==> src/rtl/mispredict_recovery_ctrl.sv <==
// mispredict_recovery_ctrl
// Turns a committed branch mispredict into an ordered recovery sequence:
// flush the machine, rewrite the RAT from the committed snapshot in chunks,
// then offer the correct target to fetch over a valid/ready handshake.
// Fetch is held stalled from acceptance until the redirect is taken.
module mispredict_recovery_ctrl #(
    parameter int NREGS = 32,
    parameter int TAG_W = 3,
    parameter int CHUNK = 8
) (
    input  logic                       clk,
    input  logic                       rst,
    input  logic                       commit_mispredict,
    input  logic [TAG_W-1:0]           commit_index,
    input  logic [31:0]                commit_target,
    input  logic [NREGS*TAG_W-1:0]     commit_tags_bus,
    input  logic [NREGS-1:0]           commit_busy_bus,
    input  logic                       pc_redirect_ready,
    output logic                       flush,
    output logic                       fetch_stall,
    output logic                       rat_wr_en,
    output logic [$clog2(NREGS)-1:0]   rat_wr_base,
    output logic [CHUNK*TAG_W-1:0]     rat_wr_tags,
    output logic [CHUNK-1:0]           rat_wr_busy,
    output logic                       pc_redirect_valid,
    output logic [31:0]                pc_redirect_target,
    output logic                       recover_busy,
    output logic [TAG_W-1:0]           last_index,
    output logic [7:0]                 recover_cnt
);

    localparam int NCH   = NREGS / CHUNK;
    localparam int IDX_W = $clog2(NREGS);
    // The chunk counter has to reach NCH: that extra step is the cycle in
    // which the last chunk is on the write port and the FSM leaves RESTORE.
    localparam int K_W   = $clog2(NCH + 1);

    typedef enum logic [1:0] {
        IDLE     = 2'd0,
        FLUSH    = 2'd1,
        RESTORE  = 2'd2,
        REDIRECT = 2'd3
    } state_t;

    state_t                   state;
    state_t                   state_next;
    logic [K_W-1:0]           k;
    logic [K_W-1:0]           k_next;
    logic                     accept;
    logic                     load_chunk;

    logic [31:0]              target_q;
    logic [NREGS*TAG_W-1:0]   tags_q;
    logic [NREGS-1:0]         busy_q;

    logic [K_W-1:0]           k_sel;
    logic [IDX_W-1:0]         chunk_base;
    logic [CHUNK*TAG_W-1:0]   chunk_tags;
    logic [CHUNK-1:0]         chunk_busy;

    // State register and chunk counter; reset abandons any recovery in flight.
    always_ff @(posedge clk or negedge rst) begin
        if (!rst) begin
            state <= IDLE;
            k     <= '0;
        end else begin
            state <= state_next;
            k     <= k_next;
        end
    end

    // Next-state logic: a mispredict is only accepted from IDLE, so one that
    // arrives while a recovery is in progress is simply dropped.
    always_comb begin
        state_next = state;
        k_next     = k;
        accept     = 1'b0;
        case (state)
            IDLE: begin
                if (commit_mispredict) begin
                    accept     = 1'b1;
                    state_next = FLUSH;
                end
            end
            FLUSH: begin
                state_next = RESTORE;
                k_next     = '0;
            end
            RESTORE: begin
                if (k == K_W'(NCH)) begin
                    state_next = REDIRECT;
                    k_next     = '0;
                end else begin
                    k_next = k + K_W'(1);
                end
            end
            REDIRECT: begin
                if (pc_redirect_ready) begin
                    state_next = IDLE;
                end
            end
            default: begin
                state_next = IDLE;
                k_next     = '0;
            end
        endcase
    end

    // Snapshot capture and bookkeeping on each accepted mispredict.
    always_ff @(posedge clk or negedge rst) begin
        if (!rst) begin
            target_q    <= '0;
            tags_q      <= '0;
            busy_q      <= '0;
            last_index  <= '0;
            recover_cnt <= '0;
        end else if (accept) begin
            target_q    <= commit_target;
            tags_q      <= commit_tags_bus;
            busy_q      <= commit_busy_bus;
            last_index  <= commit_index;
            recover_cnt <= recover_cnt + 8'd1;
        end
    end

    // Select the snapshot slice for chunk k; x0 is hardwired to tag 0, not busy.
    always_comb begin
        k_sel = '0;
        if (k < K_W'(NCH)) begin
            k_sel = k;
        end
        chunk_base = IDX_W'(k_sel * CHUNK);
        chunk_tags = tags_q[k_sel * (CHUNK * TAG_W) +: CHUNK * TAG_W];
        chunk_busy = busy_q[k_sel * CHUNK +: CHUNK];
        if (k_sel == '0) begin
            chunk_tags[TAG_W-1:0] = '0;
            chunk_busy[0]         = 1'b0;
        end
    end

    assign load_chunk = (state == RESTORE) && (k != K_W'(NCH));

    // RAT write port is registered so each chunk is presented for one full
    // cycle; it is zero whenever no chunk is being written.
    always_ff @(posedge clk or negedge rst) begin
        if (!rst) begin
            rat_wr_en   <= 1'b0;
            rat_wr_base <= '0;
            rat_wr_tags <= '0;
            rat_wr_busy <= '0;
        end else if (load_chunk) begin
            rat_wr_en   <= 1'b1;
            rat_wr_base <= chunk_base;
            rat_wr_tags <= chunk_tags;
            rat_wr_busy <= chunk_busy;
        end else begin
            rat_wr_en   <= 1'b0;
            rat_wr_base <= '0;
            rat_wr_tags <= '0;
            rat_wr_busy <= '0;
        end
    end

    assign flush              = (state == FLUSH);
    assign recover_busy       = (state != IDLE);
    assign fetch_stall        = recover_busy;
    assign pc_redirect_valid  = (state == REDIRECT);
    assign pc_redirect_target = pc_redirect_valid ? target_q : 32'd0;

endmodule
==> config.mk <==
export PLATFORM = sky130hd
export DESIGN_NAME = mispredict_recovery_ctrl
export DESIGN_NICKNAME = d
export VERILOG_FILES = /design/src/rtl/mispredict_recovery_ctrl.sv
export SDC_FILE = /design/constraint.sdc
export NUM_CORES = 1
export LEC_CHECK = 0
export ABC_AREA = 1
export CELL_PAD_IN_SITES_DETAIL_PLACEMENT = 1
export CELL_PAD_IN_SITES_GLOBAL_PLACEMENT = 1
export CORE_UTILIZATION = 38
export CTS_CLUSTER_SIZE = 10
export DETAILED_ROUTE_END_ITERATION = 10
export PLACE_DENSITY = 0.94
export SYNTH_ARGS = -nofsm -noshare
export SYNTH_HDL_FRONTEND = slang
export SYNTH_SLANG_ARGS = --single-unit
==> constraint.sdc <==
create_clock -name clk -period 4.43 [get_ports clk]
set_clock_uncertainty 0.05 [all_clocks]
set_input_delay 0.886 -clock clk [delete_from_list [all_inputs] [get_ports clk]]
set_output_delay 0.886 -clock clk [all_outputs]
set_load 0.02 [all_outputs]
Fig. 1: run 1, routing congestion map
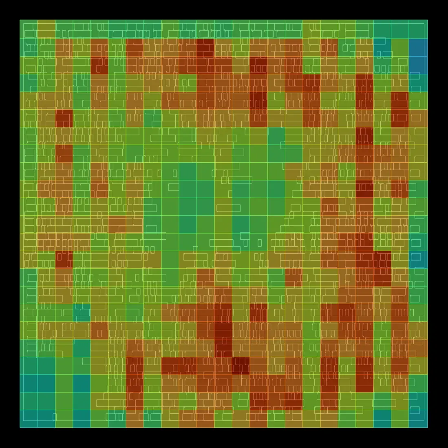
share of the core filled with cells in the final layout: 52.4%
GRT met3 Usage: 5.52%
total global-route track usage: 24.8%
met1 routing resource usage after global routing: 30.9%

Fig. 2: run 1, a small window of the routed layout
Window x 107 to 132, y 27 to 52 um. Cells in gray, sequential cells in the stronger gray; small squares are vias.
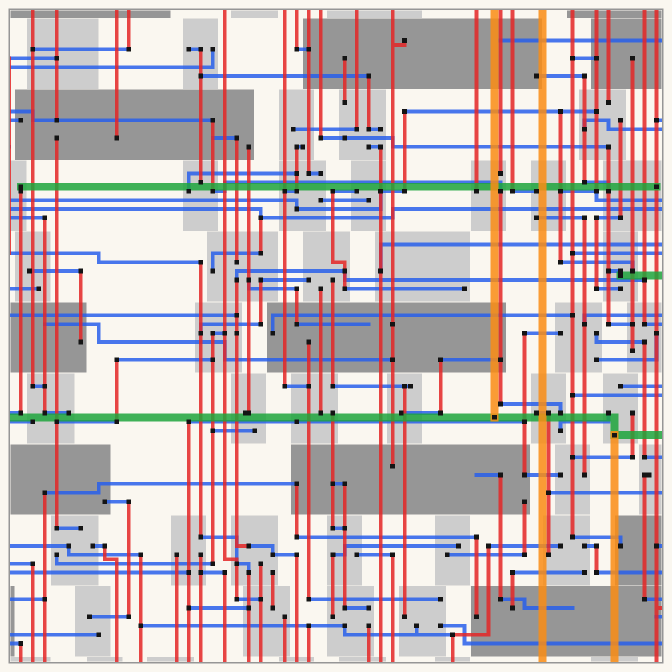
met1 -> blue
met3 -> green
met2 -> red
met4 -> orange
netlist names of flops here include = `tags_q` (4), `rat_wr_tags` (1)
most frequent = nand2_1 (9), nand3_1 (7), inv_1 (7)
sequential cells in the window = 5
cells with their middle in the window = 42

==> commit_impl_results.txt, run 1 <==
Log flow metrics for this revision

* Std-Cell Rows: 57
- Leaving out fill and tap cells, the most frequent cell in the layout is sky130_fd_sc_hd__nand2_1.
- From synthesis to final layout, the design area changed by 35.4%.
- On the critical path, the stage with the largest delay is an instance of sky130_fd_sc_hd__clkdlybuf4s50_1.
- Buffers inserted during clock tree synthesis total 25.
- Area figure in the yosys stat output: approximately 9400 sq um
* Final Wtd Congestion: ~0.8
- In the finished design the tool counted flip-flops and latches totalling 211.
* Maximum single-stage delay on the critical path: 610 ps
* Cell depth of the worst flop-to-flop path: 6
* Dpl ws: roughly 1200 ps
- Per the post-CTS timing run, clock transition at the registers of the reported paths is around 50 ps.
- CTS hold repair buffers: 0
* DR iter-0 viols: 402
* Total chip power: 8.48 mW
* Count of inverters not on the clock network in the layout: 148
* Final net count: 1565
* Endpoint type of the worst setup path: output port
- Aggregate global routing overflow: 0
* Outcome: complete, no violations
* Dpl hpwl: roughly 21000 um
- Chip height: 159 um
* Clock root buffer: sky130_fd_sc_hd__clkbuf_16
* M1 wire length: ~13000 um
Fig. 3: run 1, wiring by layer
Only two layers are drawn.
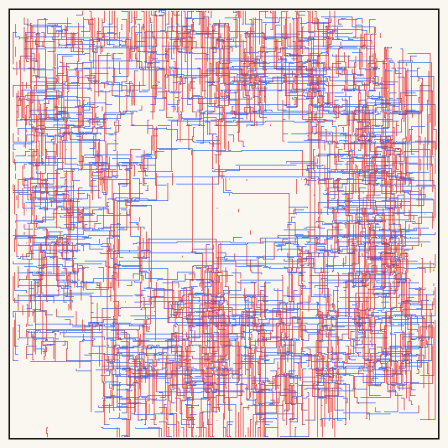
met1 -> blue  # wire length 12600 um
met2 -> red  # wire length 15500 um
final routed wire length divided by cell count: 18.0 um
via total after detailed routing: 8520
final wirelength: 30900 um

Fig. 4: run 1, signal wires on met4
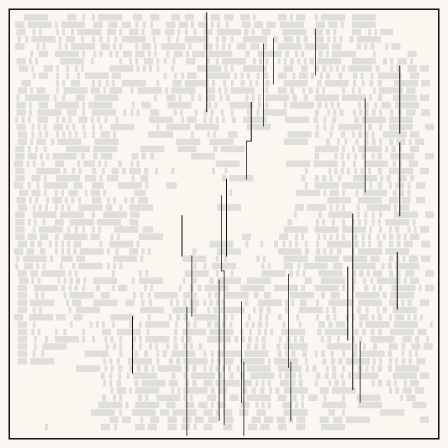
main direction = vertical
wire length on this layer = 749 um
longest straight run = 65.3 um
nets with wire on the layer = 16
share of all routed wire = 2.4%

==> run 1: synth_stat cells, types with 4 or more instances <==
master / n / area, sq um
sky130_fd_sc_hd__a21oi_1: 33 / 165
sky130_fd_sc_hd__buf_2: 14 / 70.1
sky130_fd_sc_hd__buf_4: 30 / 225
sky130_fd_sc_hd__clkbuf_1: 20 / 75.1
sky130_fd_sc_hd__dfrtp_1: 211 / 5280
sky130_fd_sc_hd__ha_1: 8 / 100
sky130_fd_sc_hd__inv_1: 144 / 541
sky130_fd_sc_hd__inv_2: 4 / 15.0
sky130_fd_sc_hd__nand2_1: 449 / 1690
sky130_fd_sc_hd__nand3_1: 72 / 360
sky130_fd_sc_hd__nor2_1: 69 / 259
sky130_fd_sc_hd__o21ai_0: 16 / 80.1
sky130_fd_sc_hd__o21ai_1: 85 / 425
==> run 1: path summary, 6_finish.rpt <==
| kind | from | end | slack, ps |
|---|---|---|---|
| max reg2reg | k[2] | rat_wr_tags[7] | 1800 |
| min reg2reg | tags_q[55] | tags_q[55] | 430 |
| min in group clk | tags_q[55] | tags_q[55] | 430 |
| min | rst | tags_q[8] | 380 |
| max | state[0] | pc_redirect_target[16] | 1260 |
| max in group asynchronous | rst | busy_q[27] | 2960 |
==> run 1: state kept, by name (all words and copies together), names as in the netlist <==
name / count
last_index: 3
rat_wr_en: 1
rat_wr_base: 2
k: 3
state: 2
tags_q: 96
busy_q: 32
recover_cnt: 8
target_q: 32
rat_wr_tags: 24
rat_wr_busy: 8
==> run 1: power by group through the flow <==
stage	Combinational (mW)	Sequential, mW	Clock, mW
2_1_floorplan	2.04	3.28	0
3_3_place_gp	3.24	3.20	0
3_5_place_dp	3.45	3.25	0
4_1_cts	3.50	3.23	1.84
5_1_grt	3.84	3.32	1.91
6_report	3.45	3.23	1.79
--- run 2 (diff from run 1) ---
--- a/config.mk
+++ b/config.mk
@@ -8,10 +8,10 @@
 export ABC_AREA = 1
 export CELL_PAD_IN_SITES_DETAIL_PLACEMENT = 1
 export CELL_PAD_IN_SITES_GLOBAL_PLACEMENT = 1
-export CORE_UTILIZATION = 38
+export CORE_UTILIZATION = 32
 export CTS_CLUSTER_SIZE = 10
 export DETAILED_ROUTE_END_ITERATION = 10
-export PLACE_DENSITY = 0.94
+export PLACE_DENSITY = 0.85
 export SYNTH_ARGS = -nofsm -noshare
 export SYNTH_HDL_FRONTEND = slang
 export SYNTH_SLANG_ARGS = --single-unit
==> constraint.sdc (replaced) <==
create_clock -name clk -period 2.9 [get_ports clk]
set_clock_uncertainty 0.05 [all_clocks]
set_input_delay 0.58 -clock clk [delete_from_list [all_inputs] [get_ports clk]]
set_output_delay 0.58 -clock clk [all_outputs]
set_load 0.02 [all_outputs]
Fig. 5: run 2, a small window of the routed layout
Window x 117 to 142, y 31 to 56 um. Cells in gray, sequential cells in the stronger gray; small squares are vias.
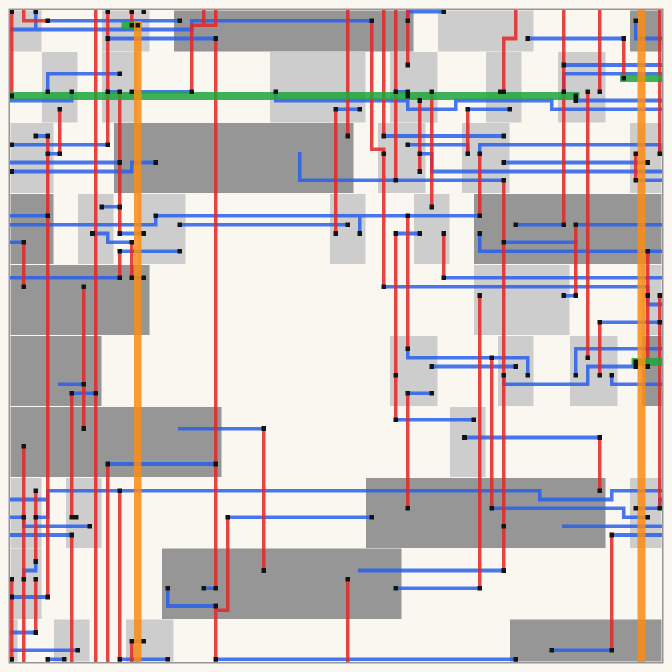
met2 -> red
met3 -> green
met1 -> blue
met4 -> orange
sequential cells in the window = 8
netlist names of flops here include = `tags_q` (5), `rat_wr_tags` (3)
cells with their middle in the window = 36
most frequent = dfrtp_1 (8), nand2_1 (6), nand3_1 (6)

==> commit_impl_results.txt, run 2 <==
Log flow metrics for this revision

* Outcome: complete, no violations (unchanged)
- Flip-flop count of the largest register, all copies and words added: 96 (unchanged)
* Endpoint type of the worst setup path: output port (unchanged)
* Start point of the worst min-delay path: busy_q[22]
- Start point of the critical path: state[0] (unchanged)
- Maximum single-stage delay on the critical path: 590 ps (was 610 ps)
* Launch point of the worst reg-to-reg path: state[0] (was k[2])
- Final wirelength: 30000 um (was 30900 um)
- M1 wire length: 13500 um (was 12600 um)
- The area overhead of the layout relative to synthesis came to 38.4% (was 35.4%).
- Share of the core filled with cells in the final layout: 45.1% (was 52.4%)
- The violation count after the first detailed-routing iteration was 481 (was 402).
* Final Wtd Congestion: 0.792 (was 0.803)
- Clock buffers created by TritonCTS: 26 (was 25)
- Register bank with the most flops: tags_q (unchanged)
* Met1 routing resource usage after global routing: 27.4% (was 30.9%)
- The library cell with the largest summed area after synthesis is sky130_fd_sc_hd__dfrtp_1 (unchanged).
- Std-Cell Rows: 62 (was 57)
* Clock transition time at the flip-flop clock pins of the worst setup and hold paths: 60 ps (was 50 ps)
- The chip area estimate from yosys synthesis was 9380 sq um (unchanged).
- The average wire per standard cell is 16.8 um (was 18.0 um).
- Clock root buffer: sky130_fd_sc_hd__clkbuf_16 (unchanged)
## run 2: cell types whose count changed in the layout (fill, tap and decap cells not counted)
cell and change:
sky130_fd_sc_hd__buf_12 +6, sky130_fd_sc_hd__buf_4 +1, sky130_fd_sc_hd__clkbuf_1 +2, sky130_fd_sc_hd__clkbuf_16 +2
sky130_fd_sc_hd__clkinv_2 +3, sky130_fd_sc_hd__dlygate4sd3_1 +1
## run 2: repair_timing
action,CTS,global route
setup endpoints to repair,0,0
endpoints found under the hold margin,9,0
gates resized,0,0
hold buffers,1,0
## run 2: path summary, 6_finish.rpt
check	slack, ps	end	cells past startpoint
setup / recovery	140	pc_redirect_target[26]	5
hold / removal	430	busy_q[22]	2
setup reg to reg	860	state[0]	5
hold reg to reg	430	busy_q[22]	2
min in group asynchronous	600	tags_q[7]	2
max in group asynchronous	1470	busy_q[19]	3
## run 2: cell type report
class	instances	area (sq um)
repair buffers	268	2740
clock inverters	3	15.0
inverters	148	563
multi-input cells	744	3170
fillers	3399	15800
clock buffers	35	736
flip-flops and latches	211	5280
well taps	384	480
## run 2: power breakdown
group	internal [mW]	switching, mW	total [mW]	leakage, nW
Combinational	2.03	3.28	5.32	3.37
Clock	1.74	1.19	2.93	0.372
Sequential	4.28	0.593	4.87	2.65
## run 2: metrics by stage
step / setup slack [ps] / instances / area, sq um / hold WS (ps) / power (mW)
6_report: 140 / 1793 / 13000 / 428 / 13.1
5_1_grt: 18.8 / 1793 / 13000 / 455 / 14.1
4_1_cts: 92.5 / 1793 / 13000 / 435 / 13.3
3_5_place_dp: 675 / 1754 / 12200 / 417 / 10.3
3_3_place_gp: 754 / 1754 / 12200 / 413 / 9.99
2_1_floorplan: 914 / 1171 / 9390 / 234 / 8.12
Power and IR drop assume default switching activity.
